**Port wiring**

(2 px per um)
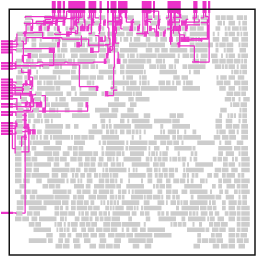
**Cell outlines without signal wires**

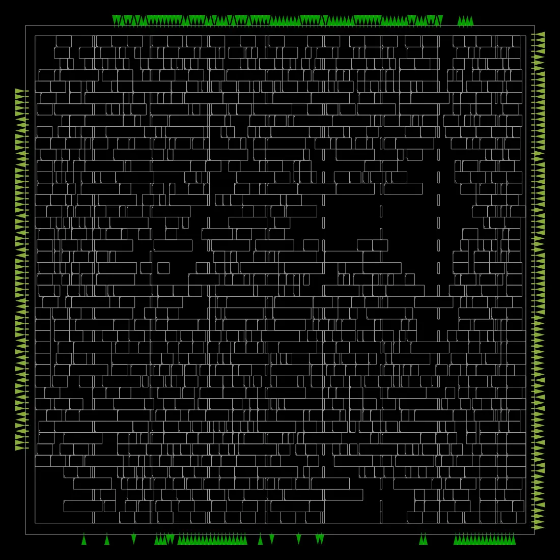
**Ports around the boundary**

(4 px per um) Pins as bars across the die edge, other pins in grey.
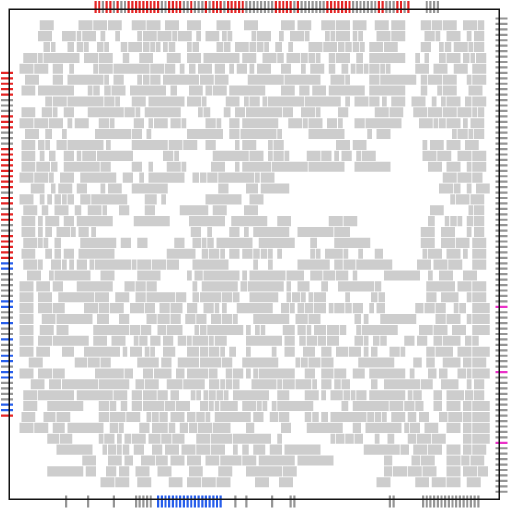
--- src/rtl/sdram_arb_pkg.sv ---
// Shared types and constants for the SDRAM port arbiter.
package sdram_arb_pkg;

    localparam int ADDR_W    = 24;
    localparam int DATA_W    = 16;
    localparam int BURST_W   = 10;
    localparam int MAX_BURST = 512;

    typedef enum logic [1:0] {
        ST_IDLE = 2'd0,
        ST_XFER = 2'd1,
        ST_DONE = 2'd2
    } arb_state_t;

    // A zero-length request still moves one word; anything longer than the
    // controller's page-sized maximum is cut down to that maximum.
    function automatic logic [BURST_W-1:0] clamp_burst(input logic [BURST_W-1:0] b);
        logic [BURST_W-1:0] r;
        if (b == '0) begin
            r = BURST_W'(1);
        end else if (b > BURST_W'(MAX_BURST)) begin
            r = BURST_W'(MAX_BURST);
        end else begin
            r = b;
        end
        return r;
    endfunction

endpackage

--- src/rtl/sdram_rr_pick.sv ---
// Combinational round-robin picker: the first requester found when scanning
// upward from ptr (wrapping modulo NUM_PORTS) wins.
module sdram_rr_pick #(
    parameter int NUM_PORTS = 3,
    parameter int PTR_W     = 2
) (
    input  logic [NUM_PORTS-1:0] req,
    input  logic [PTR_W-1:0]     ptr,
    output logic [NUM_PORTS-1:0] win_onehot,
    output logic [PTR_W-1:0]     win_idx,
    output logic                 win_valid
);

    // cand_idx[k] is the port index sitting k places after the pointer.
    logic [PTR_W-1:0]     cand_idx [NUM_PORTS];
    logic [NUM_PORTS-1:0] cand_req;

    for (genvar gi = 0; gi < NUM_PORTS; gi++) begin : g_cand
        logic [PTR_W:0] sum;
        assign sum          = {1'b0, ptr} + (PTR_W+1)'(gi);
        assign cand_idx[gi] = (sum >= (PTR_W+1)'(NUM_PORTS))
                            ? PTR_W'(sum - (PTR_W+1)'(NUM_PORTS))
                            : sum[PTR_W-1:0];
        assign cand_req[gi] = req[cand_idx[gi]];
        assign win_onehot[gi] = win_valid && (win_idx == PTR_W'(gi));
    end

    // Scan from the farthest candidate down so the nearest one overrides.
    always_comb begin
        win_valid = 1'b0;
        win_idx   = '0;
        for (int k = NUM_PORTS - 1; k >= 0; k--) begin
            if (cand_req[k]) begin
                win_valid = 1'b1;
                win_idx   = cand_idx[k];
            end
        end
    end

endmodule

--- src/rtl/sdram_port_arbiter.sv ---
// Arbitrates NUM_PORTS requesters onto one sdram_controller command port.
// One transaction at a time: IDLE (pick) -> XFER (beats) -> DONE (pulse).
// Build option SDRAM_ARB_PORT0_PRIO_EN: port 0 gets strict priority and the
// remaining ports round-robin among themselves.
module sdram_port_arbiter
    import sdram_arb_pkg::*;
#(
    parameter int NUM_PORTS = 3,
    parameter int RR_INIT   = 1
) (
    input  logic                          clk,
    input  logic                          sys_rst_n,
    input  logic [NUM_PORTS-1:0]          port_req,
    input  logic [NUM_PORTS-1:0]          port_we,
    input  logic [ADDR_W*NUM_PORTS-1:0]   port_addr,
    input  logic [BURST_W*NUM_PORTS-1:0]  port_burst,
    input  logic [DATA_W*NUM_PORTS-1:0]   port_wdata,
    output logic [NUM_PORTS-1:0]          port_wdata_pop,
    output logic [DATA_W-1:0]             port_rdata,
    output logic [NUM_PORTS-1:0]          port_rdata_valid,
    output logic [NUM_PORTS-1:0]          port_grant,
    output logic [NUM_PORTS-1:0]          port_done,
    input  logic                          sdram_init_done,
    output logic                          sdram_wr_req,
    output logic                          sdram_rd_req,
    input  logic                          sdram_wr_ack,
    input  logic                          sdram_rd_ack,
    output logic [ADDR_W-1:0]             sdram_wr_addr,
    output logic [ADDR_W-1:0]             sdram_rd_addr,
    output logic [BURST_W-1:0]            sdram_wr_burst,
    output logic [BURST_W-1:0]            sdram_rd_burst,
    output logic [DATA_W-1:0]             sdram_din,
    input  logic [DATA_W-1:0]             sdram_dout
);

    localparam int PTR_W = $clog2(NUM_PORTS);

    // Per-port views of the packed request buses.
    logic [ADDR_W-1:0]  addr_arr  [NUM_PORTS];
    logic [BURST_W-1:0] burst_arr [NUM_PORTS];
    logic [DATA_W-1:0]  wdata_arr [NUM_PORTS];

    for (genvar gi = 0; gi < NUM_PORTS; gi++) begin : g_unpack
        assign addr_arr[gi]  = port_addr[gi*ADDR_W +: ADDR_W];
        assign burst_arr[gi] = port_burst[gi*BURST_W +: BURST_W];
        assign wdata_arr[gi] = port_wdata[gi*DATA_W +: DATA_W];
    end

    arb_state_t           state_reg, state_next;
    logic [NUM_PORTS-1:0] grant_reg, grant_next;
    logic [PTR_W-1:0]     gidx_reg, gidx_next;
    logic                 we_reg, we_next;
    logic [BURST_W-1:0]   burst_reg, burst_next;
    logic [BURST_W-1:0]   count_reg, count_next;
    logic [PTR_W-1:0]     rr_ptr_reg, rr_ptr_next;
    logic                 wr_req_reg, wr_req_next;
    logic                 rd_req_reg, rd_req_next;
    logic [ADDR_W-1:0]    wr_addr_reg, wr_addr_next;
    logic [ADDR_W-1:0]    rd_addr_reg, rd_addr_next;
    logic [BURST_W-1:0]   wr_burst_reg, wr_burst_next;
    logic [BURST_W-1:0]   rd_burst_reg, rd_burst_next;

    // Winner selection.
    logic [NUM_PORTS-1:0] pick_req;
    logic [NUM_PORTS-1:0] rr_onehot;
    logic [PTR_W-1:0]     rr_idx;
    logic                 rr_valid;
    logic [NUM_PORTS-1:0] win_onehot;
    logic [PTR_W-1:0]     win_idx;
    logic                 win_valid;
    logic [PTR_W-1:0]     ptr_inc;
    logic [PTR_W-1:0]     ptr_after;

    sdram_rr_pick #(
        .NUM_PORTS (NUM_PORTS),
        .PTR_W     (PTR_W)
    ) u_pick (
        .req        (pick_req),
        .ptr        (rr_ptr_reg),
        .win_onehot (rr_onehot),
        .win_idx    (rr_idx),
        .win_valid  (rr_valid)
    );

    assign ptr_inc = (win_idx == PTR_W'(NUM_PORTS - 1)) ? '0 : win_idx + PTR_W'(1);

`ifdef SDRAM_ARB_PORT0_PRIO_EN
    // Video port pre-empts the rotation; the pointer only cycles over 1..N-1
    // and is left alone when port 0 wins.
    assign pick_req   = {port_req[NUM_PORTS-1:1], 1'b0};
    assign win_valid  = port_req[0] | rr_valid;
    assign win_idx    = port_req[0] ? '0 : rr_idx;
    assign win_onehot = port_req[0] ? NUM_PORTS'(1) : rr_onehot;
    assign ptr_after  = port_req[0] ? rr_ptr_reg
                      : ((ptr_inc == '0) ? PTR_W'(1) : ptr_inc);
`else
    assign pick_req   = port_req;
    assign win_valid  = rr_valid;
    assign win_idx    = rr_idx;
    assign win_onehot = rr_onehot;
    assign ptr_after  = ptr_inc;
`endif

    // Beat strobe for the direction in flight; the other direction is ignored.
    logic beat_ack;
    assign beat_ack = we_reg ? sdram_wr_ack : sdram_rd_ack;

    // State register.
    always_ff @(posedge clk or negedge sys_rst_n) begin
        if (!sys_rst_n) begin
            state_reg <= ST_IDLE;
        end else begin
            state_reg <= state_next;
        end
    end

    // Next-state and latched transaction fields.
    always_comb begin
        state_next    = state_reg;
        grant_next    = grant_reg;
        gidx_next     = gidx_reg;
        we_next       = we_reg;
        burst_next    = burst_reg;
        count_next    = count_reg;
        rr_ptr_next   = rr_ptr_reg;
        wr_req_next   = wr_req_reg;
        rd_req_next   = rd_req_reg;
        wr_addr_next  = wr_addr_reg;
        rd_addr_next  = rd_addr_reg;
        wr_burst_next = wr_burst_reg;
        rd_burst_next = rd_burst_reg;
        case (state_reg)
            ST_IDLE: begin
                if (sdram_init_done && win_valid) begin
                    state_next  = ST_XFER;
                    grant_next  = win_onehot;
                    gidx_next   = win_idx;
                    we_next     = port_we[win_idx];
                    burst_next  = clamp_burst(burst_arr[win_idx]);
                    count_next  = '0;
                    rr_ptr_next = ptr_after;
                    if (port_we[win_idx]) begin
                        wr_req_next   = 1'b1;
                        wr_addr_next  = addr_arr[win_idx];
                        wr_burst_next = clamp_burst(burst_arr[win_idx]);
                        rd_req_next   = 1'b0;
                        rd_addr_next  = '0;
                        rd_burst_next = '0;
                    end else begin
                        rd_req_next   = 1'b1;
                        rd_addr_next  = addr_arr[win_idx];
                        rd_burst_next = clamp_burst(burst_arr[win_idx]);
                        wr_req_next   = 1'b0;
                        wr_addr_next  = '0;
                        wr_burst_next = '0;
                    end
                end
            end
            ST_XFER: begin
                if (beat_ack) begin
                    count_next = count_reg + BURST_W'(1);
                    if (count_reg == burst_reg - BURST_W'(1)) begin
                        wr_req_next = 1'b0;
                        rd_req_next = 1'b0;
                        state_next  = ST_DONE;
                    end
                end
            end
            ST_DONE: begin
                grant_next = '0;
                state_next = ST_IDLE;
            end
            default: begin
                state_next = ST_IDLE;
            end
        endcase
    end

    // Datapath registers; a reset aborts any burst in progress.
    always_ff @(posedge clk or negedge sys_rst_n) begin
        if (!sys_rst_n) begin
            grant_reg    <= '0;
            gidx_reg     <= '0;
            we_reg       <= 1'b0;
            burst_reg    <= '0;
            count_reg    <= '0;
            rr_ptr_reg   <= PTR_W'(RR_INIT);
            wr_req_reg   <= 1'b0;
            rd_req_reg   <= 1'b0;
            wr_addr_reg  <= '0;
            rd_addr_reg  <= '0;
            wr_burst_reg <= '0;
            rd_burst_reg <= '0;
        end else begin
            grant_reg    <= grant_next;
            gidx_reg     <= gidx_next;
            we_reg       <= we_next;
            burst_reg    <= burst_next;
            count_reg    <= count_next;
            rr_ptr_reg   <= rr_ptr_next;
            wr_req_reg   <= wr_req_next;
            rd_req_reg   <= rd_req_next;
            wr_addr_reg  <= wr_addr_next;
            rd_addr_reg  <= rd_addr_next;
            wr_burst_reg <= wr_burst_next;
            rd_burst_reg <= rd_burst_next;
        end
    end

    // Beat routing is purely combinational so a pop or valid lines up with
    // the controller's ack in the same cycle.
    logic xfer_wr, xfer_rd;
    assign xfer_wr = (state_reg == ST_XFER) && we_reg;
    assign xfer_rd = (state_reg == ST_XFER) && !we_reg;

    assign port_wdata_pop   = (xfer_wr && sdram_wr_ack) ? grant_reg : '0;
    assign port_rdata_valid = (xfer_rd && sdram_rd_ack) ? grant_reg : '0;
    assign port_done        = (state_reg == ST_DONE) ? grant_reg : '0;
    assign port_grant       = grant_reg;
    assign sdram_din        = xfer_wr ? wdata_arr[gidx_reg] : '0;
    assign port_rdata       = xfer_rd ? sdram_dout : '0;

    assign sdram_wr_req   = wr_req_reg;
    assign sdram_rd_req   = rd_req_reg;
    assign sdram_wr_addr  = wr_addr_reg;
    assign sdram_rd_addr  = rd_addr_reg;
    assign sdram_wr_burst = wr_burst_reg;
    assign sdram_rd_burst = rd_burst_reg;

endmodule

--- config.mk ---
export PLATFORM = sky130hd
export DESIGN_NAME = sdram_port_arbiter
export DESIGN_NICKNAME = d
export VERILOG_FILES = /design/src/rtl/sdram_arb_pkg.sv /design/src/rtl/sdram_rr_pick.sv /design/src/rtl/sdram_port_arbiter.sv
export SDC_FILE = /design/constraint.sdc
export NUM_CORES = 1
export LEC_CHECK = 0
export CORE_MARGIN = 2
export CORE_UTILIZATION = 42
export CTS_BUF_LIST = sky130_fd_sc_hd__clkbuf_4
export DETAILED_ROUTE_END_ITERATION = 8
export GPL_ROUTABILITY_DRIVEN = 1
export HOLD_SLACK_MARGIN = 0.12
export PLACE_DENSITY_LB_ADDON = 0.3
export SETUP_SLACK_MARGIN = 0.1
export SLEW_MARGIN = 20
export SYNTH_ARGS = -nofsm -noshare
export SYNTH_HDL_FRONTEND = slang
export SYNTH_SLANG_ARGS = --single-unit
--- constraint.sdc ---
create_clock -name clk -period 3.47 [get_ports clk]
set_input_delay 1.041 -clock clk [delete_from_list [all_inputs] [get_ports clk]]
set_output_delay 1.041 -clock clk [all_outputs]
set_load 0.03 [all_outputs]
==> results.json <==
{
  "status": "finished clean",
  "clock_sinks": 100,
  "p_int_mw": 1.70,
  "fin_crit_sh": 0.952,
  "grt_usage": 0.264,
  "cts_made_buffers": 9,
  "cts.path.max_buffers": 2,
  "wl_met1_mm": 7.95,
  "switchingPower_mw": 0.754,
  "cp_max_fo": 1,
  "drcViolationCount": 0,
  "htreeDepth": 3,
  "fp-row-count": 43,
  "drt_iter0_drc": 372,
  "worst_pin_slew_ns": 0.677,
  "fmax_mhz": 303,
  "dr.pass1.iters": 5,
  "insertion_delay_ns": 0.46,
  "postCtsSetupRepairBufs": 0,
  "path_class": "in -> out",
  "cp_data_required_time_ns": 2.43,
  "slew_viol_final": 0,
  "io_pins": 291,
  "cts_hold_buf": 0,
  "antenna_found_initial": 1,
  "synthArstFlopShare": 1.00,
  "p_seq_mw": 1.24,
  "yosys_area_um2": 5860,
  "rsz0062_at_grt": "yes",
  "timing.final.hold_violations": 0,
  "openroad.warnings": 29,
  "swShare": 0.308
}
Notes on 'port wiring' above:
- magenta: `port_addr` (bits 72; direction input; edge 46 top, 26 left; end cells 72; buffers 72; wire 1,390 um)

Notes on 'cell outlines without signal wires' above:
core box area: 13,800 um2
fill count: 1,136

Notes on 'ports around the boundary' above:
- blue: `port_burst` (pins 30; direction input; edge 18 bottom, 12 left)
- magenta: `port_wdata_pop` (pins 3; direction output; edge right)
- red: `port_addr` (pins 72; direction input; edge 46 top, 26 left)
chip width: 122 um
chip height: 122 um
Port Buffer Count: 290

-- path summary, 6_finish.rpt --
| path | start | end | slack [ns] | depth (start not counted) |
|---|---|---|---|---|
| worst max-delay path | sdram_dout[3] | port_rdata[3] | 0.17 | 3 |
| worst min-delay path | sdram_wr_addr[5]$_DFFE_PN0P_ | sdram_wr_addr[5]$_DFFE_PN0P_ | 0.50 | 2 |
| worst max register to register | rr_ptr_reg[0]$_DFFE_PN1P_ | burst_reg[0]$_DFFE_PN0P_ | 0.23 | 9 |
| worst min register to register | sdram_wr_addr[5]$_DFFE_PN0P_ | sdram_wr_addr[5]$_DFFE_PN0P_ | 0.50 | 2 |
| max in group asynchronous | sys_rst_n | sdram_rd_burst[9]$_DFFE_PN0P_ | 2.17 | 2 |
| min in group asynchronous | sys_rst_n | sdram_rd_burst[2]$_DFFE_PN0P_ | 0.60 | 1 |
-- per-stage QoR --
stage,power (mW),instance area [um2]
after floorplan,1.51,5860
after global placement,1.86,9240
after detailed placement,1.87,9240
after CTS,2.45,9360
after global routing,2.58,9470
final,2.45,9470
-- area by class of cell --
type / count / area share
sequential: 100 / 0.264
antenna: 1 / 0.000264
tap: 180 / 0.0238
clock buffer: 9 / 0.00713
multi-input combinational: 532 / 0.337
timing repair buffer: 343 / 0.357
clock inverter: 7 / 0.00608
inverter: 10 / 0.00396
-- critical path, cell delays in order --
cell and delay [ns]:
clkdlybuf4s50_1 0.45, and2_1 0.11, clkdlybuf4s50_1 0.66
-- logic make-up (layout without fill, tap and decap cells) --
group,after synthesis,count (layout),synth area share
multiplexers,22,22,0.0378
flip-flops,100,100,0.427
AND/OR/NAND/NOR,283,283,0.219
XOR/XNOR,21,21,0.0337
adder cells (fa/ha/maj),5,5,0.0107
other,0,1,0
AND-OR/OR-AND,200,201,0.227
buffers and inverters,63,369,0.0444
-- cells in the mapped netlist, drive strengths merged, types with 2 or more instances --
| cell type | n | area (um2) |
|---|---|---|
| ha | 5 | 62.6 |
| xnor2 | 10 | 87.6 |
| or3 | 4 | 25.0 |
| nand3b | 2 | 15.0 |
| nand2b | 4 | 25.0 |
| nand4 | 3 | 18.8 |
| or4 | 3 | 26.3 |
| o31ai | 53 | 403 |
| o2bb2ai | 2 | 17.5 |
| a21bo | 2 | 20.0 |
| a21o | 2 | 15.0 |
| nor3b | 2 | 15.0 |
| o211ai | 4 | 30.0 |
| xor2 | 10 | 87.6 |
| a22o | 14 | 123 |
| buf | 14 | 76.3 |
| o31a | 2 | 17.5 |
| nor2b | 10 | 62.6 |
| and2 | 20 | 125 |
| o21ai | 19 | 95.1 |
| or2 | 2 | 12.5 |
| nor3 | 3 | 25.0 |
| clkbuf | 39 | 146 |
| nor4 | 3 | 18.8 |
| o22ai | 6 | 37.5 |
| nand2 | 129 | 484 |
| nand3 | 16 | 80.1 |
| o2111ai | 2 | 17.5 |
| inv | 10 | 37.5 |
| a21oi | 76 | 380 |
| a221oi | 9 | 85.1 |
| and3 | 10 | 62.6 |
| mux2i | 21 | 210 |
| nor2 | 69 | 262 |
| dfrtp | 99 | 2480 |
-- metal layers --
layer,up-vias,global-route usage
li1,3064,-
met1,3029,0.325
met2,315,0.459
met3,58,0.0524
met4,0,0.0970
met5,-,0
No activity file was given, so power comes from the tool's default toggle rates.
